Design ws_array_feeder, sky130hd; sources not shown.
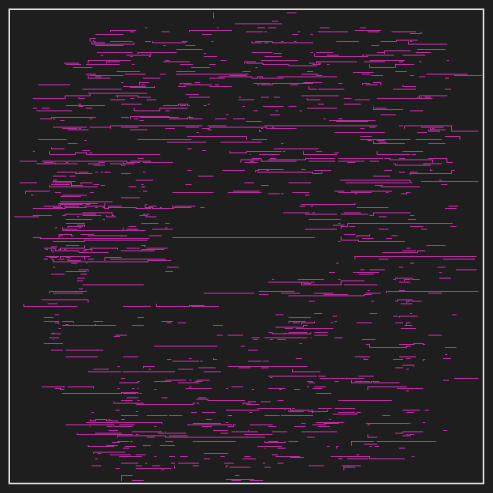
Fig. 1. M1 wires (run 1).
Drawn at 4 px/um.
nets with wire on the layer	431
longest straight run	35.4 um
main direction	horizontal
share of all routed wire	38%
total wire length: 10250 um
DR vias: 2626

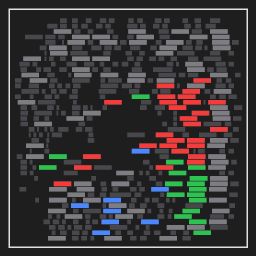
Fig. 2. Flops by top-level scope (run 1).
Drawn at 2 px/um.
color	scope	sequential cells
green	g_lane[2]	17
blue	g_lane[1]	8
red	g_lane[3]	27
die area: 0.01397 mm^2
Final Util: 51.58%
fin cells: 601

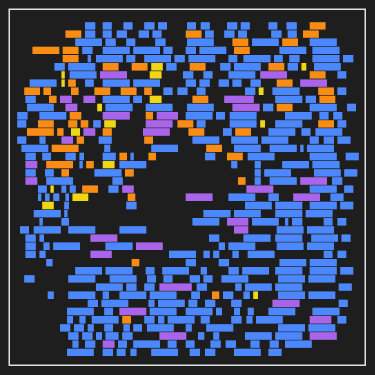
Fig. 3. Sizing map (run 1).
Drawn at 3 px/um.
color	size	cells	share	most used
purple	_6 and larger	33	7.7%	clkbuf_16
blue	_0 and _1 cells	323	75%	dfrtp_1
yellow	_2 cells	16	3.7%	mux2_2
orange	_3 and _4 cells	57	13%	mux2_4
Layout area overhead: 50.46%
Finished Cell Area: 0.006589 mm^2
bufs w/o clock: 166

==> job_summary.md, run 1 <==
## PnR job results

| Metric | Value |
|---|---|
| ANT nets after route | `0` |
| Final setup fails | `35` |
| Startpoint Class | `flop` |
| Max Slew Vio Count | `0` |
| Post-route setup slack | `-0.1919 ns` |
| Dominant class by area | `sequential cells` |
| Period minus WS final | `1.692 ns` |
| Share of layout cells above drive strength 1 | `between 20% and 30%` |
| Worst path slowest cell | `dfrtp_1` |
| Comb gate area | `0.001032 mm^2` |
| Simple share | `6.743%` |
| RSZ-0062 raised after global routing | `true` |
| Max Clk Rate | `just under 600 MHz` |
| CP Depth | `4` |
| Top sig layer | `met4` |
| Worst Skew | `around 0.009 ns` |
| Leakage Power | `roughly 0.0036 uW` |
| Top cell excl fill/tap | `dfrtp_1` |
| Worst setup slack after placement | `-0.1428 ns` |
| Actual slew at the worst max-slew pin | `0.3456 ns` |
| Register area share after synthesis | `a little under three quarters` |
| Post-synth top cells | `dfrtp_1, and3_1, mux2_4` |
| Failing checks | `negative setup slack` |
| Signal inverters | `7` |
| First-pass GRT wire length | `around 16000 um` |
| Most area-hungry cell type in the Yosys netlist | `dfrtp_1` |
| Global Route met2 Usage | `28.09%` |
| Layout clock buffers | `20` |
| Root Driver | `clkbuf_16` |
| Adder Area Share | `1.714%` |
| Yosys warns | `0` |
| CTS tree | `done` |
| Post-Syn Area per Cell | `16.40 um^2` |
| Synth mux share | `12.43%` |
| Met3 Usage GRT | `5.116%` |
| Antenna Cells | `0` |
| Most common cell in the synthesized netlist | `dfrtp_1` |
| Critical Path AT | `1.47 ns` |
| Most frequent cells in the layout | `dfrtp_1, clkdlybuf4s50_1, dlygate4sd2_1, and3_1, mux2_4` |
| Overflow after GRT | `0` |
| Reg area | `0.003128 mm^2` |
| Hold WS | `0.2724 ns` |
| CP Cell Sequence | `inv_2 -> ha_4 -> or2_4 -> buf_6` |
| Metal1 wirelength | `about 3900 um` |
| Placed Cells | `565` |
| Starting DRC count in detailed routing | `between 80 and 90` |
| Xor/xnor share | `0%` |
| Met3 wire len | `487 um` |
| DPL Wire Length | `7002 um` |
| Cell Area, Synth | `roughly 0.0044 mm^2` |
| Yosys cell count | `267` |
| Worst Path Required | `1.27 ns` |
| FF+latch count, synth | `125` |
| Status | `complete, but fails checks` |
| Die H | `about 120 um` |
| Initial antenna violation count | `0` |
| Dominant Register Cell | `dfrtp_1` |
| Crit path largest cell delay | `0.39 ns` |
| Flop share of the area | `47.47%` |
| WP buf/inv | `2` |
| Die width | `approximately 120 um` |
| Post-synth area hogs | `dfrtp_1, mux2_4, and3_1, buf_4, mux2_2` |
| Kind of cell adding the most delay to the critical path | `flip-flops` |
| Drc violations | `0` |
| Max IR drop VDD | `0.8263 mV` |
| # IOs | `~140` |
| Largest net degree at the start of global routing | `39` |
| Worst-path maximum fanout | `3` |
| Vias in the first global route | `roughly 3100` |
| Slew Limit Headroom | `a little under 80%` |
| Hold Path Class | `input port to async pin` |
| Via/cell ratio | `4.369` |
| All-layer global routing usage | `15.64%` |
| Synth Net Count | `342` |
| RePlAce Congestion | `0.7457` |
| Met1 GRT Util | `16.37%` |
| TritonCTS buffer count | `17` |
| Clk buf depth | `2` |
| Pwr per Cell Area | `1699 mW/mm^2` |
| Switching Share | `between 20% and 30%` |
| Final hold vios | `0` |
| Yosys aoi share | `1.171%` |
| Overall power | `11200 uW` |
==> run 1: power groups by stage <==
stage / Sequential [uW] / Combinational (uW) / Clock, uW
2_1_floorplan: 4500 / 1370 / 0
3_3_place_gp: 4330 / 3080 / 0
3_5_place_dp: 4350 / 3210 / 0
4_1_cts: 4290 / 3170 / 3830
5_1_grt: 4360 / 3390 / 3950
6_report: 4290 / 3180 / 3730
==> run 1: what timing repair did <==
item / in CTS / in global routing
setup buffers: 4 / 1
resized: 91 / 16
gates cloned: 1 / 0
pin swaps: 3 / 5
endpoints found under the setup margin: 101 / 51
endpoints found under the hold margin: 31 / 0
hold buffers: 1 / 0
## Run 2: what changed since run 1
- PLACE_DENSITY: 0.85 -> unset
- PLACE_DENSITY_LB_ADDON: unset -> 0.12
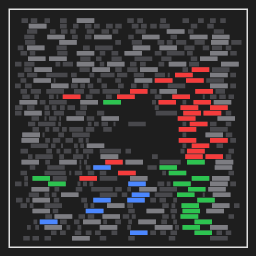
Fig. 4. Flops by top-level scope (run 2).
Drawn at 2 px/um.
color	scope	sequential cells
blue	g_lane[1]	8
green	g_lane[2]	17
red	g_lane[3]	27
fin cells: 605
Final Util: 52.55%

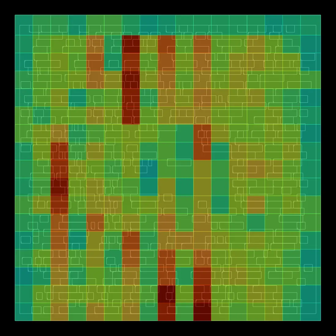
Fig. 5. Routing congestion map (run 2).
met3 Usage GRT: 5.068%
Global Route met2 Usage: 25.25%
Top Usage Layer GRT: met2
wire length per cell: 15.88 um
all-layer global routing usage: 14.62%

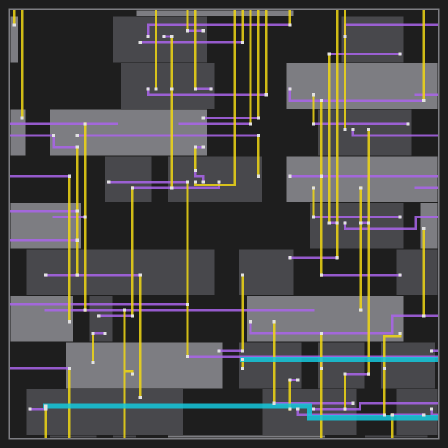
Fig. 6. Close-up of the layout (run 2).
Region (17, 76) to (42, 101) um. Cells in gray, sequential cells in the stronger gray; small squares are vias.
color	layer
purple	metal 1
yellow	metal 2
cyan	metal 3
cells with their middle in the window	21
sequential cells in the window	5
most frequent	mux2_4 (6), dfrtp_1 (5)

==> run 2 against run 1 <==
Effect of this change: the run still ends with negative setup slack left; via count is 1.8% lower; fmax is 1.5% lower; global-route usage is 1.0 points lower; first-iteration DRC count is 76% higher; cell area is 1.9% higher; sequential cell count stayed put; clock power is 25% higher; clock skew is 0.0043 ns lower; worst setup slack worse by 0.026 ns; largest cell class unchanged.
==> job_summary.md, run 2 <==
## PnR job results

| Metric | Value |
|---|---|
| Status | `complete, but fails checks` |
| Failing checks | `negative setup slack` |
| Die area | `0.01397 mm^2` |
| Die H | `118.2 um` |
| PortBufs | `141` |
| Yosys chip area | `0.004379 mm^2` |
| FF+latch count, synth | `125` |
| Yosys warns | `0` |
| FP Rows | `41` |
| ANT nets after route | `0` |
| Pwr per Cell Area | `about 1800 mW/mm^2` |
| Most common cell in the synthesized netlist | `dfrtp_1` |
| Clk buf depth | `2` |
| Late-Pin Clk Latency | `about 0.42 ns` |
| Max Clk Rate | `just under 600 MHz` |
| Placed Cells | `approximately 570` |
| Synth Net Count | `342` |
| Drc violations | `0` |
| Crit path largest cell delay | `0.42 ns` |
| Vias in the first global route | `2833` |
| Post-CTS setup buffers | `4` |
| Most frequent cells in the layout | `dfrtp_1, dlygate4sd2_1, clkdlybuf4s50_1, and3_1, mux2_4` |
| Core utilization at floorplan | `34.28%` |
| Largest net degree at the start of global routing | `87` |
| TritonRoute pass-1 iters | `4` |
| Simple share | `under 10%` |
| Kind of cell adding the most delay to the critical path | `flip-flops` |
| Via/cell ratio | `4.264` |
| Reg area | `0.003128 mm^2` |
| TritonCTS buffer count | `17` |
| DR vias | `2580` |
| Xor/xnor share | `0%` |
| Synth mux share | `between 10% and 20%` |
| Setup_tns | `-6.290 ns` |
| Initial antenna violation count | `0` |
| CP Capture Type | `output port` |
| Async set-reset flop share out of synthesis | `100.0%` |
| Adder Area Share | `1.714%` |
| Post-synth area hogs | `dfrtp_1, mux2_4, and3_1, buf_4, mux2_2` |
| Hold WS | `0.3411 ns` |
| Layout area overhead | `53.29%` |
| Root Driver | `clkbuf_16` |
| Post-Syn Area per Cell | `approximately 16 um^2` |
| Number of enable flip-flop cells | `0` |
| Reg clk slew, reported paths | `roughly 0.060 ns` |
| Top cell excl fill/tap | `dfrtp_1` |
| Post-DP Area | `0.005929 mm^2` |
| CTS tree | `done` |
| Crit path top cell by count | `buf_6` |
| Share of layout cells above drive strength 1 | `25.40%` |
| Mapped Cells | `267` |
| Sink Count | `roughly 130` |
| Fillers | `1241` |
| Wire length on met2 | `5274 um` |
| Synth top area share | `a little under three quarters` |
| Yosys cell count | `267` |
| Die width | `approximately 120 um` |
| Startpoint Class | `flop` |
| Total wire length | `between 9000 and 10000 um` |
| Dominant kind of combinational cell | `multiplexers` |
| Comb gate area | `between 0.001 and 0.0015 mm^2` |
| Max Slew Vio Count | `0` |
| CTS H-tree depth | `4` |
| Actual slew at the worst max-slew pin | `0.5171 ns` |
| Period minus WS final | `1.718 ns` |
| Max IR drop VDD | `1.078 mV` |
| Overflow after GRT | `0` |
| Worst setup slack after placement | `-0.1743 ns` |
| Antenna Cells | `0` |
| RePlAce Congestion | `roughly 0.77` |
| CP Class | `flop to output port` |
| Hold Path Class | `flop to flop` |
| Most area-hungry cell type in the Yosys netlist | `dfrtp_1` |
| First-pass GRT wire length | `14910 um` |
| Metal1 wirelength | `3685 um` |
| Distinct lib cells | `26` |
| DPL Wire Length | `6479 um` |
| R2R Setup Slk | `-0.21 ns` |
| Fin crit share | `114.5%` |
| Worst-path maximum fanout | `3` |
| Cell Area, Synth | `between 0.004 and 0.005 mm^2` |
| Dominant Register Cell | `dfrtp_1` |
| Finished Cell Area | `0.006713 mm^2` |
| CTS Hold Bufs | `1` |
| RSZ-0062 raised after global routing | `true` |
| Final hold vios | `0` |
| Worst Path Required | `between 1 and 1.5 ns` |
| Core area | `0.01277 mm^2` |
| Max-cap violations | `0` |
| CTS resizes | `95` |
| Worst reg-to-reg path cell count | `6` |
| Top sig layer | `met4` |
| Critical Path AT | `around 1.5 ns` |
| Slew Limit Headroom | `65.53%` |
| Final setup fails | `37` |
| Yosys aoi share | `between 1 and 1.5%` |
| Post-synth top cells | `dfrtp_1, and3_1, mux2_4` |
| CP Cell Sequence | `buf_6 -> ha_4 -> or2_4 -> buf_6` |
| Nets | `slightly below 500` |
| Met1 GRT Util | `15.50%` |
| Leakage Power | `0.003515 uW` |
| # IOs | `about 140` |
| OpenROAD warnings | `32` |
| Hold Path Depth | `0` |
| Met3 wire len | `395 um` |
| Register area share after synthesis | `71.43%` |
| CP Depth | `4` |
| Worst Skew | `0.004432 ns` |
| Max FFs per register | `56` |
| Post-route setup slack | `-0.2181 ns` |
| Starting DRC count in detailed routing | `153` |
| Worst path slowest cell | `dfrtp_1` |
| Overall power | `between 10000 and 15000 uW` |
| WP buf/inv | `2` |
==> run 2: cell counts after synthesis <==
No cell type changed its count.
==> run 2: power breakdown <==
part / total, uW / internal, uW / switching [uW]
registers: 4270 / 3950 / 324
clock network: 4650 / 3200 / 1450
logic: 3210 / 1930 / 1280
==> run 2: layout make-up <==
class,count,share of cell area [%]
sequential,125,46.60
timing repair buffer,169,24.18
multi-input combinational,100,15.58
clock buffer,22,6.915
tap,172,3.206
clock inverter,10,3.131
inverter,7,0.3914
==> run 2: cells by family (layout without fill, tap and decap cells) <==
family	after synthesis	after routing
flip-flops	125	125
AND/OR/NAND/NOR	48	48
buffers and inverters	42	208
multiplexers	39	39
AND-OR/OR-AND	7	7
adder cells (fa/ha/maj)	6	6
No activity file was given, so power comes from the tool's default toggle rates.
